Figure 1. Cell density map (run 1).
Bar = 20 µm. The die is cut into 10 by 10 equal tiles; dark blue is low, red is high, 0 to 100% covered.
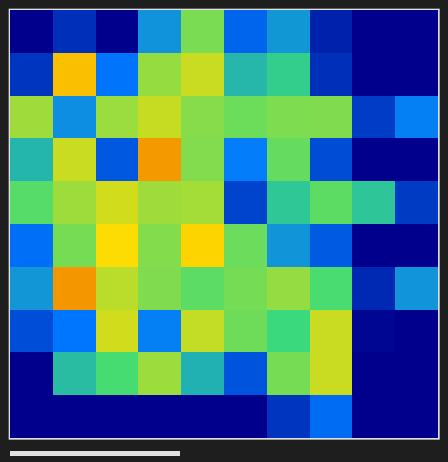
Figure 2. Wire density map (run 1).
Bar = 20 µm. The die is cut into 10 by 10 equal tiles; dark blue is low, red is high, scaled to the fullest tile. Values are wire area over tile area, all layers added.
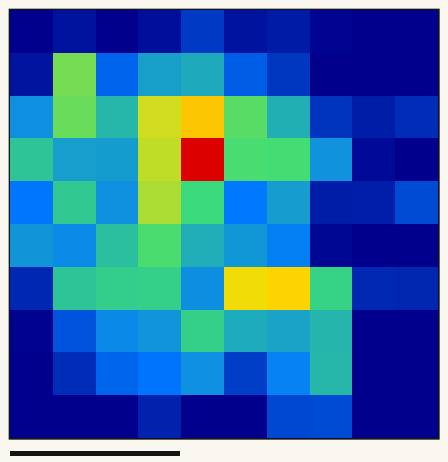
Figure 3. Routing congestion map (run 1).
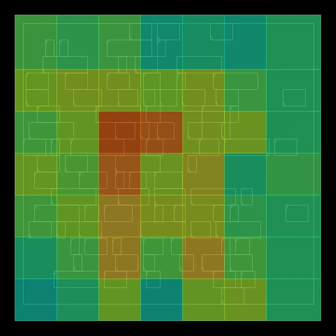
Figure 4. Placed cells, one color a class (run 1).
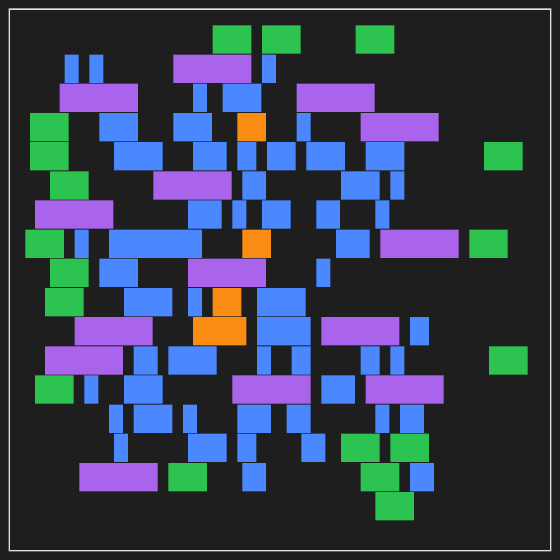
Design mux_scan_ctrl, sky130hd; sources not shown.
==> flow_metrics.env, run 1 <==
# physical design summary
export IMPL_io_buffer_count=18
export IMPL_synth_avg_cell_area_um2=9.69
export IMPL_post_synth_xor_area_fraction_pct=0
export IMPL_layout_overhead_on_the_synthesized_area_pct=35.8
export IMPL_regToRegSetupSlack_ns=1.13
export IMPL_largest_voltage_drop_on_the_vdd_net_mv=0.291
export IMPL_data_arrival_time_of_the_critical_path_ns=1.60
export IMPL_critical_path_class="register to output pin"
export IMPL_die_height_um=50.4
export IMPL_number_of_enable_type_register_cells_in_the_synthesized_netlist=0
export IMPL_setup_ws_ns=0.151
export IMPL_max_freq_mhz=426
export IMPL_post_place_ws_ns=0.198
export IMPL_tritoncts_num_buffers=3
export IMPL_ys_cells=70
export IMPL_class_of_the_tightest_hold_or_removal_check="register to register"
export IMPL_worst_pin_slew_ns=0.425
export IMPL_final_hold_violation_count=0
export IMPL_power_per_cell_area_nw_per_um2=469
export IMPL_async_flop_share_pct=0
export IMPL_cp_slowest_stage_delay_ns=0.63
export IMPL_max_cap_violations=0
export IMPL_cts_path_max_buffers=2
export IMPL_ys_flop_type="sky130_fd_sc_hd__dfxtp_1"
export IMPL_final_cell_mix="sky130_fd_sc_hd__clkdlybuf4s50_1 (18), sky130_fd_sc_hd__dfxtp_1 (14), sky130_fd_sc_hd__nand2_1 (11), sky130_fd_sc_hd__mux2i_1 (10), sky130_fd_sc_hd__nor2b_1 (5)"
export IMPL_synth_area_yosys_um2=678
export IMPL_first_global_vias=584
export IMPL_first_iter_violations=5
export IMPL_drtAntennaViolNets=0
export IMPL_die_x_um=50.4
export IMPL_worst_endpoint_required_ns=1.75
export IMPL_cts_post_setup_buffers_inserted=0
export IMPL_cts_hold_buf=0
export IMPL_syn_instance_count=70
export IMPL_cts_sink_count=14
export IMPL_finalWeightedCongestion=0.739
export IMPL_outcome="completed"
export IMPL_largest_reg_flops=8
export IMPL_dp_hpwl_mm=1.12
export IMPL_synth_distinct_cells=27
export IMPL_sum_of_negative_setup_slack_ns=0
export IMPL_synth_area_um2=678
export IMPL_ys_seq_elements=14
export IMPL_worst_slew_margin_rel_pct=71.5
export IMPL_synthTopLogicFamily="simple AND/OR/NAND/NOR gates"
export IMPL_boundary_pins=19
export IMPL_clock_skew_ns=0.00885
export IMPL_post_synth_mux_area_share_pct=14.8
export IMPL_max_transition_viols_final=0
export IMPL_grt_overflow_total=0
export IMPL_fillCellCount=273
export IMPL_drt_pre_antenna_iters=3
export IMPL_post_cts_resize_count=0
About Figure 1:
fullest tile: 83%
emptiest ninth of the die: top right
mean over tiles: 35%
nearly empty tiles: 23%
Std-Cell Core Area: 2210 µm²
final core utilization: 41.6%
fp util: 30.7%

About Figure 2:
densest ninth of the die: middle
fullest tile: 0.38
tiles over half the peak: 13%
mean over tiles: 0.091
final routed wirelength across all metal layers: 1.48 mm
Global Route Usage Sum: 13.2%
routed via count: 590

About Figure 3:
busiest layer in global routing: met2
M3 GR Usage: 3.64%
routed len/inst: 12.6 µm

About Figure 4:
legend:
  sequential cells:
    color: purple
    cells: 14
    share_of_their_area: 32%
  clock drivers and dummy loads:
    color: orange
    cells: 4
    share_of_their_area: 4.1%
  combinational and other logic:
    color: blue
    cells: 54
    share_of_their_area: 44%
  remaining buffers and delay cells:
    color: green
    cells: 18
    share_of_their_area: 20%
sequential share of cell area: 30.4%
number of rows in the core area: 17
fin area: 921 µm²

==> run 1: synth_stat cells (2+ instances only) <==
master | count | area (µm²)
sky130_fd_sc_hd__mux2i_1 | 10 | 100
sky130_fd_sc_hd__inv_1 | 2 | 7.51
sky130_fd_sc_hd__nor2_1 | 4 | 15.0
sky130_fd_sc_hd__a21oi_1 | 2 | 10.0
sky130_fd_sc_hd__nand2_1 | 11 | 41.3
sky130_fd_sc_hd__ha_1 | 2 | 25.0
sky130_fd_sc_hd__dfxtp_1 | 14 | 280
sky130_fd_sc_hd__nand4_1 | 2 | 12.5
sky130_fd_sc_hd__nor2b_1 | 5 | 31.3
==> run 1: metrics by stage <==
step           cells  area, µm²
2_1_floorplan     68        669
3_3_place_gp     114        885
3_5_place_dp     114        885
4_1_cts          118        921
5_1_grt          118        921
6_report         118        921
==> run 1: final cells by class <==
class / count / share of cell area, %
Clock buffer: 4 / 3.94
Inverter: 3 / 1.22
Multi-Input combinational cell: 51 / 41.0
Sequential cell: 14 / 30.4
Tap cell: 28 / 3.80
Timing Repair Buffer: 18 / 19.6
==> run 1: kinds of logic (layout without fill, tap and decap cells) <==
| family | after synthesis | after routing |
|---|---|---|
| mux | 10 | 10 |
| buf+inv | 5 | 25 |
| flops | 14 | 14 |
| compound gates | 7 | 7 |
| fa+ha+maj | 2 | 2 |
| simple gates | 32 | 32 |
==> run 1: worst reg2reg max path: stages (launching register included) <==
cell and delay (ns):
sky130_fd_sc_hd__dfxtp_1 0.53, sky130_fd_sc_hd__ha_1 0.22, sky130_fd_sc_hd__ha_1 0.21, sky130_fd_sc_hd__a21oi_1 0.09
sky130_fd_sc_hd__o21ai_0 0.16, sky130_fd_sc_hd__a21oi_1 0.06
==> run 1: layer usage <==
metal  vias to the layer above  part of all wire, %  GRT usage, %
li1                        287                    -             -
met1                       288                   47          16.3
met2                        13                   48          22.2
met3                         2                  4.0          3.64
met4                         0                 0.54          4.17
met5                         -                    0             0
==> run 1: power by group <==
part	switching (mW)	internal (mW)	total (mW)	leakage, nW
logic	0.0191	0.0179	0.0369	0.219
registers	0.00446	0.226	0.230	0.113
clock network	0.0769	0.0885	0.165	0.0210
==> run 2, diff against run 1 <==
CELL_PAD_IN_SITES_DETAIL_PLACEMENT = default   (was 1)
CELL_PAD_IN_SITES_GLOBAL_PLACEMENT = default   (was 2)
CORE_UTILIZATION = 48   (was 29)
Figure 5. Routing congestion map (run 2).
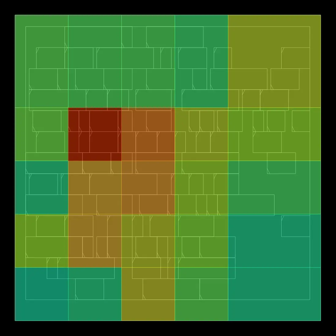
M3 GR Usage: 3.41%
routed len/inst: 13.0 µm
Global Route Usage Sum: 20.4%

==> flow_metrics.env, run 2 <==
# physical design summary
export IMPL_class_of_the_tightest_hold_or_removal_check="register to register"
export IMPL_max_transition_viols_final=0
export IMPL_worstSkewPairLatency_ns=0.27
export IMPL_data_arrival_time_of_the_critical_path_ns=1.62
export IMPL_largest_voltage_drop_on_the_vdd_net_mv=0.289
export IMPL_power_per_cell_area_nw_per_um2=436
export IMPL_grt_pass1_wl_mm=2.10
export IMPL_post_cts_resize_count=0
export IMPL_worst_pin_slew_ns=0.413
export IMPL_cts_path_max_buffers=2
export IMPL_std_cell_core_area_um2=1300
export IMPL_synth_distinct_cells=27
export IMPL_outcome="completed"
export IMPL_regToRegSetupSlack_ns=1.13
export IMPL_fp_utilization_pct=52.1
export IMPL_number_of_enable_type_register_cells_in_the_synthesized_netlist=0
export IMPL_grt_overflow_total=0
export IMPL_netlist_top_cell_by_instances="sky130_fd_sc_hd__dfxtp_1"
export IMPL_drtAntennaViolNets=0
export IMPL_yosys_top_cells_count="sky130_fd_sc_hd__dfxtp_1 (14), sky130_fd_sc_hd__nand2_1 (11), sky130_fd_sc_hd__mux2i_1 (10), sky130_fd_sc_hd__nor2b_1 (5), sky130_fd_sc_hd__nor2_1 (4)"
export IMPL_groute_layer_met1_usage_pct=24.2
export IMPL_cell_taking_the_most_area_after_synthesis="sky130_fd_sc_hd__dfxtp_1"
export IMPL_max_cap_violations=0
export IMPL_worst_slew_margin_rel_pct=72.4
export IMPL_syn_instance_count=70
export IMPL_tritoncts_num_buffers=3
export IMPL_busiest_layer_in_global_routing="met2"
export IMPL_io_buffer_count=18
export IMPL_ys_flop_type="sky130_fd_sc_hd__dfxtp_1"
export IMPL_synth_area_um2=678
export IMPL_fillCellCount=111
export IMPL_worst_endpoint_required_ns=1.75
export IMPL_die_height_um=39.6
export IMPL_rows=13
export IMPL_final_hold_violation_count=0
export IMPL_synth_area_yosys_um2=678
export IMPL_post_place_ws_ns=0.308
export IMPL_ys_seq_elements=14
export IMPL_cts_post_setup_buffers_inserted=0
export IMPL_largest_reg_flops=8
export IMPL_final_cell_mix="sky130_fd_sc_hd__clkdlybuf4s50_1 (18), sky130_fd_sc_hd__dfxtp_1 (14), sky130_fd_sc_hd__nand2_1 (11), sky130_fd_sc_hd__mux2i_1 (10), sky130_fd_sc_hd__nor2b_1 (5)"
export IMPL_critical_path_class="register to output pin"
export IMPL_clock_skew_ns=0.00149
export IMPL_clock_root_buffer="sky130_fd_sc_hd__clkbuf_4"
export IMPL_gr_usage_met2_pct=33.2
export IMPL_ys_cells=70
export IMPL_boundary_pins=19
export IMPL_dp_hpwl_mm=1.04
export IMPL_max_freq_mhz=421
export IMPL_cts_sink_count=14
export IMPL_cpMaxStageDelayCell="sky130_fd_sc_hd__clkdlybuf4s50_1"
export IMPL_synthTopCellsByArea="sky130_fd_sc_hd__dfxtp_1 (41%), sky130_fd_sc_hd__mux2i_1 (15%), sky130_fd_sc_hd__nand2_1 (6.1%)"
export IMPL_route_vias_total=569
export IMPL_dpl_cell_area_um2=868
export IMPL_sum_of_negative_setup_slack_ns=0
export IMPL_first_global_vias=515
export IMPL_finalWeightedCongestion=0.739
export IMPL_layout_overhead_on_the_synthesized_area_pct=31.4
export IMPL_async_flop_share_pct=0
export IMPL_finalWirelength_mm=1.35
export IMPL_drt_pre_antenna_iters=4
export IMPL_cp_slowest_stage_delay_ns=0.63
Figure 6. Drive-strength map (run 2).
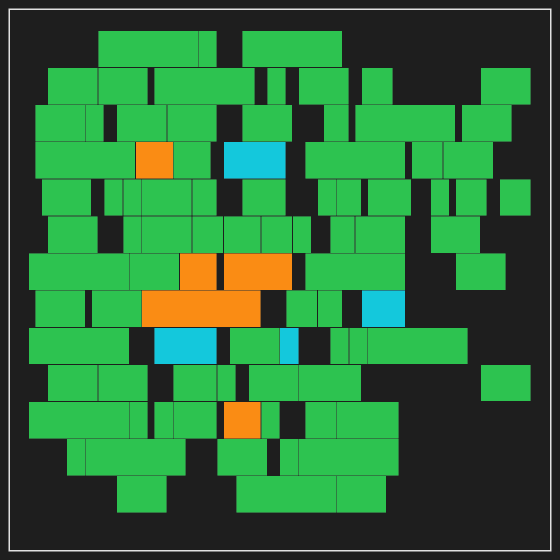
legend:
  _3 and _4 cells:
    color: orange
    cells: 5
    most_used: clkbuf_4
  _2 cells:
    color: cyan
    cells: 4
  _0 and _1 cells:
    color: green
    cells: 80
    most_used: clkdlybuf4s50_1
fin area: 891 µm²
Non-CTS buffers: 18

run 2: final cells by class:
class	instances	area, µm²	share of cell area (%)
Clock buffer	3	22.5	2.53
Sequential cell	14	280	31.5
Tap cell	15	18.8	2.11
Timing Repair Buffer	18	180	20.2
Inverter	3	11.3	1.26
Multi-Input combinational cell	51	378	42.4
run 2: logic make-up after synthesis:
family | count (synthesis) | share of synthesized area, %
AND-OR/OR-AND | 7 | 7.01
adder cells (fa/ha/maj) | 2 | 3.69
buffers and inverters | 5 | 2.95
flip-flops | 14 | 41.3
multiplexers | 10 | 14.8
AND/OR/NAND/NOR | 32 | 30.3
run 2: through the flow:
step | hold slack, ns | util, % | cells
floorplan | 0.505 | - | 68
global placement | 0.446 | 66.7 | 101
detailed placement | 0.459 | 66.7 | 101
CTS | 0.471 | 68.5 | 104
global route | 0.493 | 68.5 | 104
finish | 0.465 | 68.5 | 104
run 2: worst max-delay path, delay by kind of cell (launching register included):
kind	cells	cell delay (ns)
buffers and inverters	1	0.63
DFF	1	0.49
and+or+nand+nor	1	0.23
run 2: report_power, final:
part / internal [mW] / total [mW] / switching (mW)
clock: 0.0557 / 0.122 / 0.0665
sequential: 0.225 / 0.230 / 0.00414
combinational: 0.0179 / 0.0363 / 0.0185
total: 0.299 / 0.388 / 0.0891
run 2: routing by layer:
| layer | up-vias | share of wire, % |
|---|---|---|
| li1 | 285 | - |
| met3 | 2 | 5.4 |
| met4 | 0 | 0.81 |
| met5 | - | 0 |
| met2 | 17 | 51 |
| met1 | 265 | 43 |
Power is estimated from default activity; no workload was simulated.
